<file path="src/rtl/asteroid_field.sv">
`default_nettype none
// ============================================================================
//  Module      : asteroid_field
//  Description : Multi-slot asteroid field. Spawns asteroids from an internal
//                LFSR, moves every active slot once per frame, resolves player
//                shots against them and produces a registered per-pixel
//                drawing/colour stream for the compositor.
//  Revision    : 1.0  initial release
// ============================================================================
module asteroid_field #(
    parameter int          SLOTS          = 8,
    parameter int          SIZE           = 16,
    parameter int          H_RES          = 640,
    parameter int          V_RES          = 480,
    parameter int          CORDW          = 16,
    parameter int          COLR_BITS      = 4,
    parameter int          SPAWN_INTERVAL = 32,
    parameter logic [15:0] LFSR_SEED      = 16'hACE1
) (
    input  logic                         clk,
    input  logic                         rst,
    input  logic                         frame,
    input  logic [3:0]                   speed,
    input  logic                         shot_valid,
    input  logic [CORDW-1:0]             shot_x,
    input  logic [CORDW-1:0]             shot_y,
    output logic                         shot_hit,
    output logic                         escaped,
    output logic                         overrun,
    output logic [$clog2(SLOTS+1)-1:0]   active_count,
    input  logic [CORDW-1:0]             screen_x,
    input  logic [CORDW-1:0]             screen_y,
    output logic                         drawing,
    output logic [COLR_BITS-1:0]         pixel
);

    localparam int c_idx_w = (SLOTS > 1) ? $clog2(SLOTS) : 1;
    localparam int c_cnt_w = $clog2(SLOTS + 1);
    localparam int c_fc_w  = (SPAWN_INTERVAL > 1) ? $clog2(SPAWN_INTERVAL) : 1;

    localparam logic signed [CORDW:0]   c_size      = (CORDW+1)'(SIZE);
    localparam logic signed [CORDW:0]   c_vres      = (CORDW+1)'(V_RES);
    localparam logic [CORDW-1:0]        c_xrange    = CORDW'(H_RES - SIZE);
    localparam logic signed [CORDW-1:0] c_spawn_y   = CORDW'(-SIZE);
    localparam logic [15:0]             c_lfsr_mask = 16'hB400;
    localparam logic [c_idx_w-1:0]      c_last_idx  = c_idx_w'(SLOTS - 1);
    localparam logic [c_fc_w-1:0]       c_last_fc   = c_fc_w'(SPAWN_INTERVAL - 1);

    typedef enum logic [1:0] {
        ST_IDLE   = 2'd0,
        ST_UPDATE = 2'd1,
        ST_SPAWN  = 2'd2
    } state_t;

    state_t                    r_state, w_state_next;
    logic [c_idx_w-1:0]        r_idx, w_idx_next;
    logic [15:0]               r_lfsr;
    logic [15:0]               w_lfsr_next;
    logic [c_fc_w-1:0]         r_fcount;

    // Slot storage
    logic [SLOTS-1:0]          r_active;
    logic [CORDW-1:0]          r_x      [SLOTS];
    logic signed [CORDW-1:0]   r_y      [SLOTS];
    logic [COLR_BITS-1:0]      r_colour [SLOTS];

    // Registered outputs
    logic                      r_shot_hit;
    logic                      r_escaped;
    logic                      r_overrun;
    logic [c_cnt_w-1:0]        r_active_count;
    logic                      r_drawing;
    logic [COLR_BITS-1:0]      r_pixel;

    // Slot scan results
    logic [SLOTS-1:0]          w_shot_sel;
    logic                      w_shot_any;
    logic [SLOTS-1:0]          w_free_sel;
    logic                      w_free_any;
    logic [SLOTS-1:0]          w_esc;
    logic                      w_draw_any;
    logic [COLR_BITS-1:0]      w_draw_col;
    logic [c_cnt_w-1:0]        w_count;
    logic signed [CORDW:0]     w_y_new  [SLOTS];

    logic                      w_do_spawn;
    logic [CORDW-1:0]          w_spawn_x;
    logic [COLR_BITS-1:0]      w_spawn_col;

    // Square containment in CORDW+1 signed bits so x+SIZE / y+SIZE never wrap
    function automatic logic f_inside(input logic [CORDW-1:0]        ax,
                                      input logic signed [CORDW-1:0] ay,
                                      input logic [CORDW-1:0]        px,
                                      input logic [CORDW-1:0]        py);
        logic signed [CORDW:0] lx, ly, qx, qy;
        lx = $signed({1'b0, ax});
        ly = $signed({ay[CORDW-1], ay});
        qx = $signed({px[CORDW-1], px});
        qy = $signed({py[CORDW-1], py});
        return (qx >= lx) && (qx < lx + c_size) && (qy >= ly) && (qy < ly + c_size);
    endfunction

    // Scan all slots: shot target, free slot, beam hit, motion and population
    always_comb begin
        w_shot_sel = '0;
        w_shot_any = 1'b0;
        w_free_sel = '0;
        w_free_any = 1'b0;
        w_esc      = '0;
        w_draw_any = 1'b0;
        w_draw_col = '0;
        w_count    = '0;
        for (int i = 0; i < SLOTS; i++) begin
            w_y_new[i] = $signed({r_y[i][CORDW-1], r_y[i]})
                       + $signed({{(CORDW-3){1'b0}}, speed});
            if (shot_valid && r_active[i] && !w_shot_any &&
                f_inside(r_x[i], r_y[i], shot_x, shot_y)) begin
                w_shot_sel[i] = 1'b1;
                w_shot_any    = 1'b1;
            end
            if (r_active[i] && !w_draw_any &&
                f_inside(r_x[i], r_y[i], screen_x, screen_y)) begin
                w_draw_any = 1'b1;
                w_draw_col = r_colour[i];
            end
            if (!r_active[i] && !w_free_any) begin
                w_free_sel[i] = 1'b1;
                w_free_any    = 1'b1;
            end
            // A slot destroyed by a shot in its update cycle neither moves nor escapes
            w_esc[i] = (r_state == ST_UPDATE) && (r_idx == c_idx_w'(i)) && r_active[i] &&
                       !w_shot_sel[i] && (w_y_new[i] >= c_vres);
            w_count = w_count + c_cnt_w'(r_active[i]);
        end
    end

    // Spawn parameters derived from the current LFSR state
    always_comb begin
        w_do_spawn  = (r_state == ST_SPAWN) && (r_fcount == '0) && w_free_any;
        w_spawn_x   = {1'b0, r_lfsr[CORDW-2:0]} % c_xrange;
        w_spawn_col = (r_lfsr[COLR_BITS-1:0] == '0) ? COLR_BITS'(1) : r_lfsr[COLR_BITS-1:0];
        w_lfsr_next = {1'b0, r_lfsr[15:1]} ^ (r_lfsr[0] ? c_lfsr_mask : 16'h0000);
    end

    // Next-state logic: frame starts a walk over every slot, then one spawn cycle
    always_comb begin
        w_state_next = r_state;
        w_idx_next   = r_idx;
        case (r_state)
            ST_IDLE: begin
                if (frame) begin
                    w_state_next = ST_UPDATE;
                    w_idx_next   = '0;
                end
            end
            ST_UPDATE: begin
                if (r_idx == c_last_idx) begin
                    w_state_next = ST_SPAWN;
                    w_idx_next   = '0;
                end else begin
                    w_idx_next = r_idx + 1'b1;
                end
            end
            ST_SPAWN: begin
                w_state_next = ST_IDLE;
            end
            default: begin
                w_state_next = ST_IDLE;
                w_idx_next   = '0;
            end
        endcase
    end

    // State register, LFSR and frame counter
    always_ff @(posedge clk or negedge rst) begin
        if (!rst) begin
            r_state  <= ST_IDLE;
            r_idx    <= '0;
            r_lfsr   <= LFSR_SEED;
            r_fcount <= '0;
        end else begin
            r_state <= w_state_next;
            r_idx   <= w_idx_next;
            r_lfsr  <= w_lfsr_next;
            if (frame && (r_state == ST_IDLE)) begin
                r_fcount <= (r_fcount == c_last_fc) ? '0 : r_fcount + 1'b1;
            end
        end
    end

    // Slot state: spawn beats shot-clear, shot-clear beats motion
    always_ff @(posedge clk or negedge rst) begin
        if (!rst) begin
            r_active <= '0;
            for (int i = 0; i < SLOTS; i++) begin
                r_x[i]      <= '0;
                r_y[i]      <= '0;
                r_colour[i] <= '0;
            end
        end else begin
            for (int i = 0; i < SLOTS; i++) begin
                if (w_do_spawn && w_free_sel[i]) begin
                    r_active[i] <= 1'b1;
                    r_x[i]      <= w_spawn_x;
                    r_y[i]      <= c_spawn_y;
                    r_colour[i] <= w_spawn_col;
                end else if (w_shot_sel[i]) begin
                    r_active[i] <= 1'b0;
                end else if (w_esc[i]) begin
                    r_active[i] <= 1'b0;
                end else if ((r_state == ST_UPDATE) && (r_idx == c_idx_w'(i)) && r_active[i]) begin
                    r_y[i] <= w_y_new[i][CORDW-1:0];
                end
            end
        end
    end

    // Registered event pulses, population count and pixel stream
    always_ff @(posedge clk or negedge rst) begin
        if (!rst) begin
            r_shot_hit     <= 1'b0;
            r_escaped      <= 1'b0;
            r_overrun      <= 1'b0;
            r_active_count <= '0;
            r_drawing      <= 1'b0;
            r_pixel        <= '0;
        end else begin
            r_shot_hit     <= w_shot_any;
            r_escaped      <= |w_esc;
            r_overrun      <= frame && (r_state != ST_IDLE);
            r_active_count <= w_count;
            r_drawing      <= w_draw_any;
            r_pixel        <= w_draw_col;
        end
    end

    assign shot_hit     = r_shot_hit;
    assign escaped      = r_escaped;
    assign overrun      = r_overrun;
    assign active_count = r_active_count;
    assign drawing      = r_drawing;
    assign pixel        = r_pixel;

endmodule
`default_nettype wire

</file>
<file path="config.mk">
export PLATFORM = sky130hd
export DESIGN_NAME = asteroid_field
export DESIGN_NICKNAME = d
export VERILOG_FILES = /design/src/rtl/asteroid_field.sv
export SDC_FILE = /design/constraint.sdc
export NUM_CORES = 2
export LEC_CHECK = 0
export CAP_MARGIN = 20
export CORE_ASPECT_RATIO = 1.25
export CORE_UTILIZATION = 42
export CTS_BUF_LIST = sky130_fd_sc_hd__clkbuf_4
export CTS_CLUSTER_SIZE = 16
export DETAILED_ROUTE_END_ITERATION = 8
export GPL_ROUTABILITY_DRIVEN = 0
export SKIP_LAST_GASP = 1
export SLEW_MARGIN = 20
export SYNTH_ARGS = -nofsm -noshare
export SYNTH_HDL_FRONTEND = slang
export SYNTH_SLANG_ARGS = --single-unit
</file>
<file path="constraint.sdc">
create_clock -name clk -period 13.1 [get_ports clk]
set_input_delay 3.93 -clock clk [delete_from_list [all_inputs] [get_ports clk]]
set_output_delay 3.93 -clock clk [all_outputs]
set_load 0.1 [all_outputs]
</file>
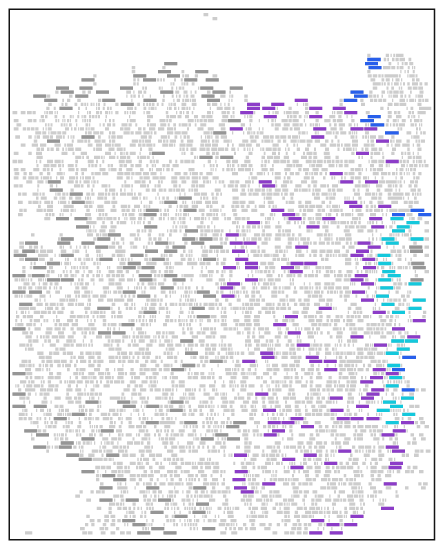
Figure 1: register map, names as in the netlist.
(1.5 px per µm)
| colour | signal | placed flops |
|---|---|---|
| purple | r_x | 128 |
| cyan | r_colour | 32 |
| blue | r_lfsr | 16 |

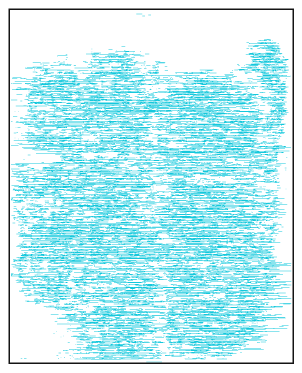
Figure 2: metal 1.
(1 px per µm)
nets with wire on the layer: 5787
share of all routed wire: 43%
main direction: horizontal

==> job_summary.md <==
## Implementation flow summary

| Metric | Value |
|---|---|
| Status | complete, no violations |
| Post-CTS setup buffers | 0 |
| Aoi share | 20.8% |
| PostCTS Resize Cnt | 0 |
| Final hold vios | 0 |
| P_seq | 1440 µW |
| Slew @ Worst Pin | 1.12 ns |
| Netlist cell types | 111 |
| Worst endpoint required time | 13.87 ns |
| XOR Share, Synth | 4.84% |
| Critical path capture point type | register |
| Met1 WL | 60.3 mm |
| # Taps | 1300 |
| Power share of the combinational group | 54.4% |
| Combinational power | 3070 µW |
| Drt initial violations | 2469 |
| Switching portion of total power | 46.1% |
| PD cells | 124 mW/mm² |
| Non-CTS buffers | 165 |
| Maxcap violations | 0 |
| Syn Area/Cell | 8.53 µm² |
| Fa+ha+maj area frac | 31.1% |
| Final non-clock buffer share | 3.22% |
| Top delay family on crit path | AND-OR/OR-AND gates |
| Post-layout period usage | 64.2% |
| Final ANT Viol Nets | 0 |
| Top pwr grp | combinational cells |
| Seq/total area | 18.4% |
| Root Buffer | clkbuf_4 |
| Total congestion overflow | 0 |
| Most frequent cells after synthesis | ha_1 (1006), inv_1 (369), nand2_1 (364), dfrtp_1 (326), o21ai_0 (318) |
| Fraction of registers with async set/reset | 100% |
| GR peak layer | met2 |
| CLK BUF | 154 |
| Final WL | 139 mm |
| Setup TNS | 0 ns |
| First-pass GRT wire length | 213 mm |
| Final WS setup | 4.69 ns |
| Slew Viols, Final | 0 |
| P_sw | 2600 µW |
| ClkCell Share | 3.03% |
| Clk network pwr share | 20.1% |
| Log Warnings | 84 |
| Drt wl/cell | 21.7 µm |
| Initial Util | 42.4% |
| Top cells, area | ha_1 (30%), dfrtp_1 (20%), xnor2_1 (4.5%) |
| Cell taking the most area after synthesis | ha_1 |
| Critical Path, Cell by Cell | clkdlybuf4s50_1, ha_1, nor2b_1, o21a_1, o21ai_0, a21boi_0, o21a_1, o21a_1, o21a_1, o21a_1, o31ai_1, a2111o_1, o2111ai_1, nor3b_1, a21oi_1, buf_4, nand2b_1, o21a_1 |
| CTS sink count | 334 |
| RSZ-0062 raised after global routing | no |
| Number of iterations in the first detailed-routing pass | 5 |
| Worst Setup Slack post-DPL | 3.87 ns |
| Comb area share | 68.7% |
| Final setup fails | 0 |
| R2R Setup Slk | 7.21 ns |
| Worst setup path start | shot_x[1] |
| Die Span X | 282 µm |
| Reg-to-reg startpoint | r_y[116] |
| N_diodes | 2 |
| Cells after Synth | 4839 |
| Part of the Yosys area used for sequential elements | 20.3% |
| Post-layout minimum cycle time | 8.41 ns |
| Maximum vdd drop | 0.148 mV |
| Most used cell, CP | o21a_1 |
| PortBufs | 83 |
| Area Overhead vs Synth | 9.93% |
| FF+latch count, synth | 334 |
| HP Class | reg2reg |
| Clock Path Buffers | 3 |
| Tot Pwr | 5650 µW |
| FMAX | 0.119 GHz |
| Yosys warnings | 0 |
| Final Cell Area | 0.0454 mm² |
| Synth Flop Type | dfrtp_1 |
| Inverter count | 371 |
| Max Used Layer | met5 |
| Last element of the critical path | r_y[10] |
| Buf/Inv on CP | 2 |
| Worst path arrival time | 9.18 ns |
| Count leader, synth | ha_1 |
| Hold Path End | r_lfsr[14] |
| Chip Area, Yosys | 0.0413 mm² |
| Antenna violations before repair | 2 |
| CTS tree | built |
| Simple Share, Synth | 17.3% |
| Worst slew margin | 25.2% |
| Max Clock Skew | 0.0906 ns |
| Leading cell kind | multi-input combinational cells |
| Residual DRC count | 0 |
| Regs by FF count | r_x (128), r_y (128), r_colour (32) |
| Startpoint Class | input pin |
| Syn Nets | 5929 |
| Crit path largest cell delay | 0.80 ns |
| Placed cells | 6200 |
| FF/Latch Area | 0.00837 mm² |
| Vias | 37200 |
| Share of layout cells above drive strength 1 | 6.84% |
| I/O pins | 84 |
| Multi-input gates | 4030 |
| Dpl hpwl | 103 mm |
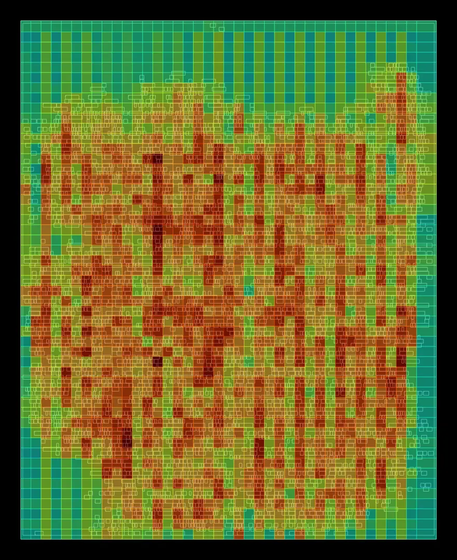
Figure 3: congestion heat map.
Total Routing Usage GR: 27.8%
routing usage on met2: 46.3%
GR Util met3: 3.88%
Final Util: 46.6%
met1 usage: 35.6%

Power figures rest on the tool's default switching activity, not on a simulated workload.
